==> src/rtl/ttt_pkg.sv <==
// Shared codes for the tic-tac-toe board: square status, player, winner,
// win-line geometry and the turn-controller state encoding.
package ttt_pkg;

   localparam int NUM_SQUARES = 9;
   localparam int NUM_LINES   = 8;

   localparam logic [2:0] BLANK     = 3'd0;
   localparam logic [2:0] MARKER_P1 = 3'd1;
   localparam logic [2:0] MARKER_P2 = 3'd2;

   localparam logic PLAYER_1 = 1'b0;
   localparam logic PLAYER_2 = 1'b1;

   localparam logic [1:0] WIN_NONE = 2'b00;
   localparam logic [1:0] WIN_P1   = 2'b01;
   localparam logic [1:0] WIN_P2   = 2'b10;
   localparam logic [1:0] WIN_DRAW = 2'b11;

   // Zero-based square indices: rows, then columns, then both diagonals.
   localparam int WIN_LINES [NUM_LINES][3] = '{
      '{0, 1, 2}, '{3, 4, 5}, '{6, 7, 8},
      '{0, 3, 6}, '{1, 4, 7}, '{2, 5, 8},
      '{0, 4, 8}, '{2, 4, 6}
   };

   typedef enum logic [2:0] {
      ST_IDLE,
      ST_CHECK,
      ST_COMMIT,
      ST_WAIT,
      ST_EVAL,
      ST_DONE
   } turn_state_t;

   // Cursor moves one square with wrap-around across 1..9.
   function automatic logic [7:0] cursorStep(input logic [7:0] cur, input logic ccw);
      logic [7:0] nxt;
      if (ccw) begin
         nxt = (cur <= 8'd1 || cur > 8'd9) ? 8'd9 : cur - 8'd1;
      end else begin
         nxt = (cur >= 8'd9) ? 8'd1 : cur + 8'd1;
      end
      return nxt;
   endfunction

endpackage

==> src/rtl/ttt_win_detect.sv <==
// Combinational board evaluator: finds a completed line of one player's marks
// and flags a board with no blank squares left.
module ttt_win_detect
   import ttt_pkg::*;
(
   input  logic [3*NUM_SQUARES-1:0] i_status,
   output logic [1:0]               o_winner,
   output logic                     o_boardFull
);

   always_comb begin
      o_winner    = WIN_NONE;
      o_boardFull = 1'b1;
      for (int s = 0; s < NUM_SQUARES; s++) begin
         if (i_status[3*s +: 3] == BLANK) begin
            o_boardFull = 1'b0;
         end
      end
      // First matching line wins; only real player marks count as a line.
      for (int l = 0; l < NUM_LINES; l++) begin
         if (o_winner == WIN_NONE &&
             i_status[3*WIN_LINES[l][0] +: 3] == i_status[3*WIN_LINES[l][1] +: 3] &&
             i_status[3*WIN_LINES[l][1] +: 3] == i_status[3*WIN_LINES[l][2] +: 3]) begin
            if (i_status[3*WIN_LINES[l][0] +: 3] == MARKER_P1) begin
               o_winner = WIN_P1;
            end else if (i_status[3*WIN_LINES[l][0] +: 3] == MARKER_P2) begin
               o_winner = WIN_P2;
            end
         end
      end
   end

endmodule

==> src/rtl/ttt_turn_ctrl.sv <==
// Turn controller: rotary-encoder cursor, guarded move commit, player alternation
// and end-of-game detection against the board status inputs.
module ttt_turn_ctrl
   import ttt_pkg::*;
#(
   parameter int SYNC_STAGES = 2
) (
   input  logic       clk,
   input  logic       clr,
   input  logic       rot_a,
   input  logic       rot_b,
   input  logic       rot_press,
   input  logic [2:0] square_1_status,
   input  logic [2:0] square_2_status,
   input  logic [2:0] square_3_status,
   input  logic [2:0] square_4_status,
   input  logic [2:0] square_5_status,
   input  logic [2:0] square_6_status,
   input  logic [2:0] square_7_status,
   input  logic [2:0] square_8_status,
   input  logic [2:0] square_9_status,
   output logic [7:0] square_num,
   output logic       rot_ctr,
   output logic       player_turn,
   output logic       move_rej,
   output logic       game_over,
   output logic [1:0] winner
);

   logic [SYNC_STAGES-1:0] r_aSync;
   logic [SYNC_STAGES-1:0] r_bSync;
   logic [SYNC_STAGES-1:0] r_pressSync;
   logic                   r_aPrev;
   logic                   r_pressPrev;

   turn_state_t r_state;
   turn_state_t w_nextState;

   logic [7:0] r_squareNum;
   logic       r_rotCtr;
   logic       r_playerTurn;
   logic       r_moveRej;
   logic       r_gameOver;
   logic [1:0] r_winner;

   logic [7:0] w_nextSquare;
   logic       w_nextRotCtr;
   logic       w_nextTurn;
   logic       w_nextMoveRej;
   logic       w_nextGameOver;
   logic [1:0] w_nextWinner;

   logic                     w_aEdge;
   logic                     w_pressEdge;
   logic                     w_bSynced;
   logic [2:0]               w_target;
   logic [3*NUM_SQUARES-1:0] w_board;
   logic [1:0]               w_lineWinner;
   logic                     w_boardFull;

   always_ff @(posedge clk or posedge clr) begin
      if (clr) begin
         r_aSync     <= '0;
         r_bSync     <= '0;
         r_pressSync <= '0;
         r_aPrev     <= 1'b0;
         r_pressPrev <= 1'b0;
      end else begin
         r_aSync[0]     <= rot_a;
         r_bSync[0]     <= rot_b;
         r_pressSync[0] <= rot_press;
         for (int i = 1; i < SYNC_STAGES; i++) begin
            r_aSync[i]     <= r_aSync[i-1];
            r_bSync[i]     <= r_bSync[i-1];
            r_pressSync[i] <= r_pressSync[i-1];
         end
         r_aPrev     <= r_aSync[SYNC_STAGES-1];
         r_pressPrev <= r_pressSync[SYNC_STAGES-1];
      end
   end

   assign w_aEdge     = r_aSync[SYNC_STAGES-1] & ~r_aPrev;
   assign w_pressEdge = r_pressSync[SYNC_STAGES-1] & ~r_pressPrev;
   assign w_bSynced   = r_bSync[SYNC_STAGES-1];

   assign w_board = {square_9_status, square_8_status, square_7_status,
                     square_6_status, square_5_status, square_4_status,
                     square_3_status, square_2_status, square_1_status};

   ttt_win_detect u_winDetect (
      .i_status    (w_board),
      .o_winner    (w_lineWinner),
      .o_boardFull (w_boardFull)
   );

   // An impossible cursor value reads as occupied so a stray index never commits.
   always_comb begin
      w_target = 3'b111;
      case (r_squareNum)
         8'd1: w_target = square_1_status;
         8'd2: w_target = square_2_status;
         8'd3: w_target = square_3_status;
         8'd4: w_target = square_4_status;
         8'd5: w_target = square_5_status;
         8'd6: w_target = square_6_status;
         8'd7: w_target = square_7_status;
         8'd8: w_target = square_8_status;
         8'd9: w_target = square_9_status;
         default: w_target = 3'b111;
      endcase
   end

   always_ff @(posedge clk or posedge clr) begin
      if (clr) begin
         r_state <= ST_IDLE;
      end else begin
         r_state <= w_nextState;
      end
   end

   always_comb begin
      w_nextState    = r_state;
      w_nextSquare   = r_squareNum;
      w_nextRotCtr   = 1'b0;
      w_nextTurn     = r_playerTurn;
      w_nextMoveRej  = 1'b0;
      w_nextGameOver = r_gameOver;
      w_nextWinner   = r_winner;
      case (r_state)
         ST_IDLE: begin
            // A press takes priority; a coincident detent is simply lost.
            if (w_pressEdge) begin
               w_nextState = ST_CHECK;
            end else if (w_aEdge) begin
               w_nextSquare = cursorStep(r_squareNum, w_bSynced);
            end
         end
         ST_CHECK: begin
            if (w_target != BLANK) begin
               w_nextMoveRej = 1'b1;
               w_nextState   = ST_IDLE;
            end else begin
               w_nextRotCtr = 1'b1;
               w_nextState  = ST_COMMIT;
            end
         end
         ST_COMMIT: begin
            w_nextState = ST_WAIT;
         end
         ST_WAIT: begin
            w_nextState = ST_EVAL;
         end
         ST_EVAL: begin
            if (w_lineWinner != WIN_NONE) begin
               w_nextWinner   = w_lineWinner;
               w_nextGameOver = 1'b1;
               w_nextState    = ST_DONE;
            end else if (w_boardFull) begin
               w_nextWinner   = WIN_DRAW;
               w_nextGameOver = 1'b1;
               w_nextState    = ST_DONE;
            end else begin
               w_nextTurn  = ~r_playerTurn;
               w_nextState = ST_IDLE;
            end
         end
         ST_DONE: begin
            w_nextState = ST_DONE;
         end
         default: begin
            w_nextState = ST_IDLE;
         end
      endcase
   end

   always_ff @(posedge clk or posedge clr) begin
      if (clr) begin
         r_squareNum  <= 8'd1;
         r_rotCtr     <= 1'b0;
         r_playerTurn <= PLAYER_1;
         r_moveRej    <= 1'b0;
         r_gameOver   <= 1'b0;
         r_winner     <= WIN_NONE;
      end else begin
         r_squareNum  <= w_nextSquare;
         r_rotCtr     <= w_nextRotCtr;
         r_playerTurn <= w_nextTurn;
         r_moveRej    <= w_nextMoveRej;
         r_gameOver   <= w_nextGameOver;
         r_winner     <= w_nextWinner;
      end
   end

   assign square_num  = r_squareNum;
   assign rot_ctr     = r_rotCtr;
   assign player_turn = r_playerTurn;
   assign move_rej    = r_moveRej;
   assign game_over   = r_gameOver;
   assign winner      = r_winner;

endmodule

==> config.mk <==
export PLATFORM = sky130hd
export DESIGN_NAME = ttt_turn_ctrl
export DESIGN_NICKNAME = d
export VERILOG_FILES = /design/src/rtl/ttt_pkg.sv /design/src/rtl/ttt_win_detect.sv /design/src/rtl/ttt_turn_ctrl.sv
export SDC_FILE = /design/constraint.sdc
export NUM_CORES = 1
export LEC_CHECK = 0
export CORE_MARGIN = 5
export CORE_UTILIZATION = 50
export DETAILED_ROUTE_END_ITERATION = 8
export PLACE_DENSITY_LB_ADDON = 0.25
export SYNTH_ARGS = -nofsm -noshare
export SYNTH_HDL_FRONTEND = slang
export SYNTH_SLANG_ARGS = --single-unit
==> constraint.sdc <==
create_clock -name clk -period 3.2 [get_ports clk]
set_clock_uncertainty 0.2 [all_clocks]
set_input_delay 0.64 -clock clk [delete_from_list [all_inputs] [get_ports clk]]
set_output_delay 0.64 -clock clk [all_outputs]
set_load 0.02 [all_outputs]
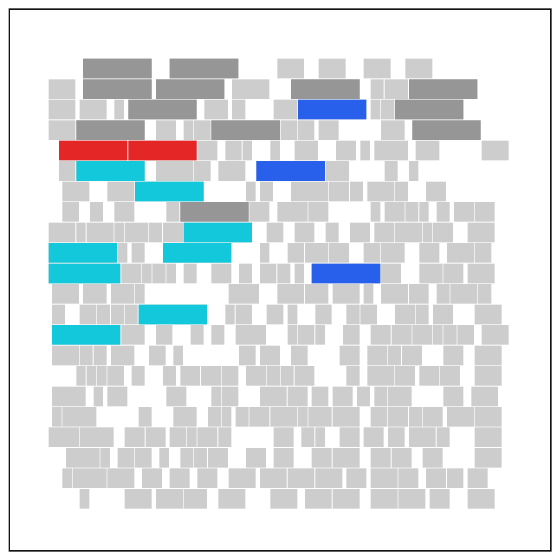
Fig. 1. Register map, names as in the netlist (run 1).
Other sequential cells in the stronger grey, the rest of the logic in the fainter grey.
legend:
  `r_state`:
    colour: blue
    sequential_cells: 3
  `square_num`:
    colour: cyan
    sequential_cells: 8
    where: left middle
  `r_aSync`:
    colour: red
    sequential_cells: 2
flop share of the area: 23.2%
fin util: 73.8%
register area: 627 µm²

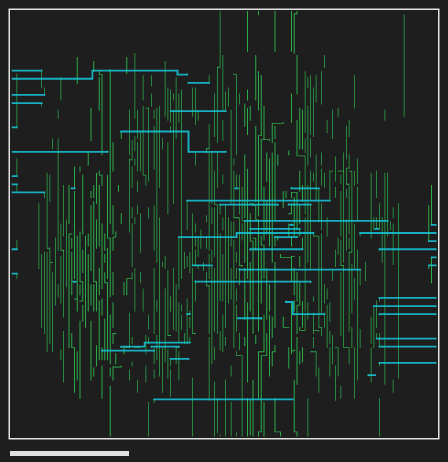
Fig. 2. Wiring by layer (run 1).
The bar under the picture is 20 µm long. Two of the layers only.
legend:
  met3:
    colour: cyan
    wire_length: 407 µm
  met2:
    colour: green
    wire_length: 2820 µm

==> flow_summary.toml, run 1 <==
# yosys + openroad results
[setup_path]
crit_buf_inv = 2
critPathTopFamily = "simple AND/OR/NAND/NOR gates"
worst-path-max-fanout = 4
crit_type = "in -> reg"
cp.required_ns = 3.14

[worst_hold_path]
min_from = "r_aSync[0]"
hold_class = "reg -> reg"

[final_timing]
post-route-min-period_ns = 3.09
tightest_slew_ns = 0.927
finalClockPeriodUsage_pct = 96.6
setup_viol = 0

[layout]
synthToLayoutAreaGrowth_pct = 42.0
final_nets = 343
diodes = 0
largest_class = "combinational gates"
comb_area_share_pct = 44.5
signal_buffers = 82
nFillCells = 298

[route]
wl_per_cell_um = 16.4
first_pass_iters = 4
drt-met1-wl_um = 2450
vias_per_cell = 6.00
wl_um = 5780

[placed_design]
place_inst = 349
gp_congestion = 0.951
pre_cts_slack_ns = -0.158
port_buffers = 45
dpl.hpwl_um = 4600
place_area_um2 = 2650

[yosys]
synth.avg_cell_area_um2 = 8.46
yosys_cells = 225
logic_family = "simple AND/OR/NAND/NOR gates"
top_cells_by_count = "dfrtp_1, nor2_1, nand3_1, nand2_1, or3_1"
ys_sh_aoi_pct = 20.1
yosysWarningCount = 0
synthArstFlopShare_pct = 100
simple_gate_share_pct = 36.9
xor_area_share_pct = 2.30
ys.flops = 25

[pwr]
power.group.top = "combinational logic"
comb_power_share_pct = 52.9
p_leak_nw = 1.10
p_clk_mw = 0.197

[die]
fp_util_pct = 52.0
die-area_um2 = 5140
design.core.area_um2 = 3660

[grt]
grt_max_degree = 26
antenna_found_initial = 0
met1_usage_pct = 31.4

[clock_tree]
cts_buffers = 3
cts-root-buf = "clkbuf_8"
cts_buffer_depth = 2
insertion_delay_ns = 0.27
cts_hold_buf = 0

[flow_run]
openroad.warnings = 30

[status]
status = "completed"
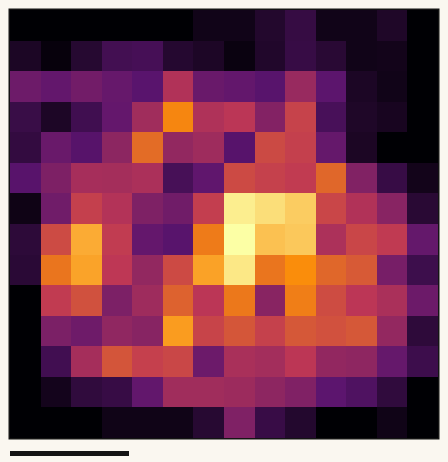
Fig. 3. Signal metal coverage by tile (run 1).
The bar under the picture is 20 µm long. The die is cut into 14 by 14 equal tiles; black is low, pale yellow is high, scaled to the fullest tile. Values are wire area over tile area, all layers added.
tiles over half the peak: 25%
densest ninth of the die: middle
nearly empty tiles: 12%
mean over tiles: 0.18

==> run 1: worst register-to-register path, cell delays in order, from the launching register on <==
cell,delay [ns]
dfstp_2,0.62
inv_1,0.10
ha_1,0.24
inv_1,0.08
or3_1,0.10
a211o_1,0.22
o21ai_0,0.15
or4_1,0.49
a21oi_1,0.16
nor2_1,0.05
==> run 1: sequential cells by signal, summed over array words and instances, names as in the netlist <==
name,flops
game_over,1
r_state,3
winner,2
r_pressPrev,1
r_aPrev,1
move_rej,1
r_aSync,2
rot_ctr,1
square_num,8
r_bSync,2
r_pressSync,2
player_turn,1
--- run 2 (diff from run 1) ---
- CAP_MARGIN: not set -> 25
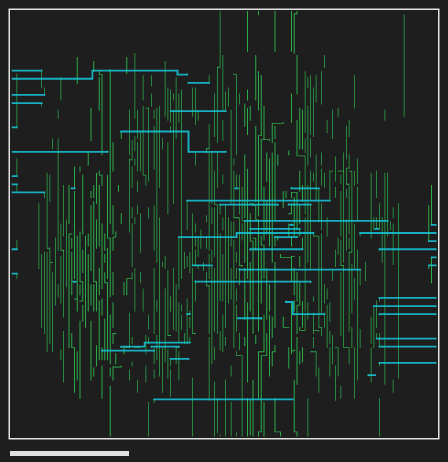
Fig. 4. Wiring by layer (run 2).
The bar under the picture is 20 µm long. Two of the layers only.
legend:
  met2:
    colour: green
    wire_length: 2820 µm
  met3:
    colour: cyan
    wire_length: 407 µm

==> run 2 against run 1 <==
Against the previous run: power did not move; via count unchanged; clock power hardly changed; non-clock buffer count unchanged; combinational power hardly changed; cell area stayed put; maximum frequency unchanged; setup slack did not move.
==> flow_summary.toml, run 2 <==
# yosys + openroad results
[yosys]
yosys_cells = 225
ys.flops = 25
ys_seq_share_pct = 32.9
synth.avg_cell_area_um2 = 8.46
synthArstFlopShare_pct = 100
yosysWarningCount = 0
top_cells_by_count = "dfrtp_1, nor2_1, nand3_1, nand2_1, or3_1"
edf_count = 0

[grt]
use_met3_pct = 5.47
grt_pass1_wl_um = 9900
busiest_layer = "met2"
antenna_found_initial = 0
grt_max_degree = 26
met1_usage_pct = 31.4
grt-ovfl-total = 0

[pwr]
p_leak_nw = 1.10
seqPwrFrac_pct = 33.8
intPower_mw = 0.861
comb_power_share_pct = 52.9

[clock_tree]
insertion_delay_ns = 0.27
cts_tree = "built"
cts_buffers = 3
clock-sinks = 25
clkSlewWorstSetupHoldPaths_ns = 0.09
cts_buffer_depth = 2
cts_hold_buf = 0
cts-root-buf = "clkbuf_8"

[setup_path]
critPathTopFamily = "simple AND/OR/NAND/NOR gates"
worst_setup_path_start_kind = "input pin"
max_stage_delay_ns = 0.49
crit_buf_inv = 2
crit_slowest_cell = "or3_2"
worst-path-max-fanout = 4
cp.depth = 9
crit_type = "in -> reg"
cp.required_ns = 3.14

[final_timing]
tightest_slew_ns = 0.927
setup_viol = 0
setup_tns_ns = 0
finalClockPeriodUsage_pct = 96.6
timing_hold_violations_final = 0
rsz0062_at_grt = "false"
post-route-min-period_ns = 3.09

[die]
die-area_um2 = 5140
fp_util_pct = 52.0
design.core.area_um2 = 3660

[layout]
diodes = 0
synthToLayoutAreaGrowth_pct = 42.0
final_util_pct = 73.8
largest_reg_flops = 8
final_nets = 343

[placed_design]
gp_congestion = 0.951
pre_cts_slack_ns = -0.158
place_inst = 349
port_buffers = 45
place_area_um2 = 2650
dpl.hpwl_um = 4600

[worst_hold_path]
min_from = "r_aSync[0]"
hold_class = "reg -> reg"

[route]
highest_layer = "met4"
wl_per_cell_um = 16.4
first_pass_iters = 4
wl_um = 5780
vias = 2117
met2WireLength_um = 2820
ant_nets = 0
vias_per_cell = 6.00
drt-met1-wl_um = 2450
drt_iter0_markers = 166

[status]
status = "completed"

[flow_run]
openroad.warnings = 30
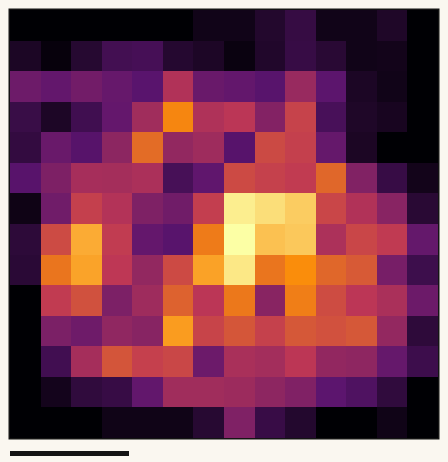
Fig. 5. Signal metal coverage by tile (run 2).
The bar under the picture is 20 µm long. The die is cut into 14 by 14 equal tiles; black is low, pale yellow is high, scaled to the fullest tile. Values are wire area over tile area, all layers added.
emptiest ninth of the die: top right
mean over tiles: 0.18
tiles over half the peak: 25%

==> run 2: power groups by stage <==
stage,combinational [mW],clock [mW],sequential (mW)
floorplan,0.445,0,0.531
global placement,0.761,0,0.504
detailed placement,0.784,0,0.510
CTS,0.791,0.199,0.504
global route,0.867,0.214,0.522
finish,0.787,0.197,0.503
==> run 2: kinds of logic after synthesis <==
kind of cell | synth area share (%)
buffers and inverters | 3.81
AOI/OAI and AO/OA | 20.1
and+or+nand+nor | 36.9
muxes | 0.592
adders and majority gates | 3.29
xor gates and xnor gates | 2.30
DFF | 32.9
==> run 2: cell type report <==
cell class	count	area, µm²
Clock buffer	3	41.3
Clock inverter	1	8.76
Sequential cell	25	627
Fill cell	298	958
Inverter	9	33.8
Multi-Input combinational cell	185	1200
Tap cell	48	60.1
Timing Repair Buffer	82	728
Power and IR drop assume default switching activity.
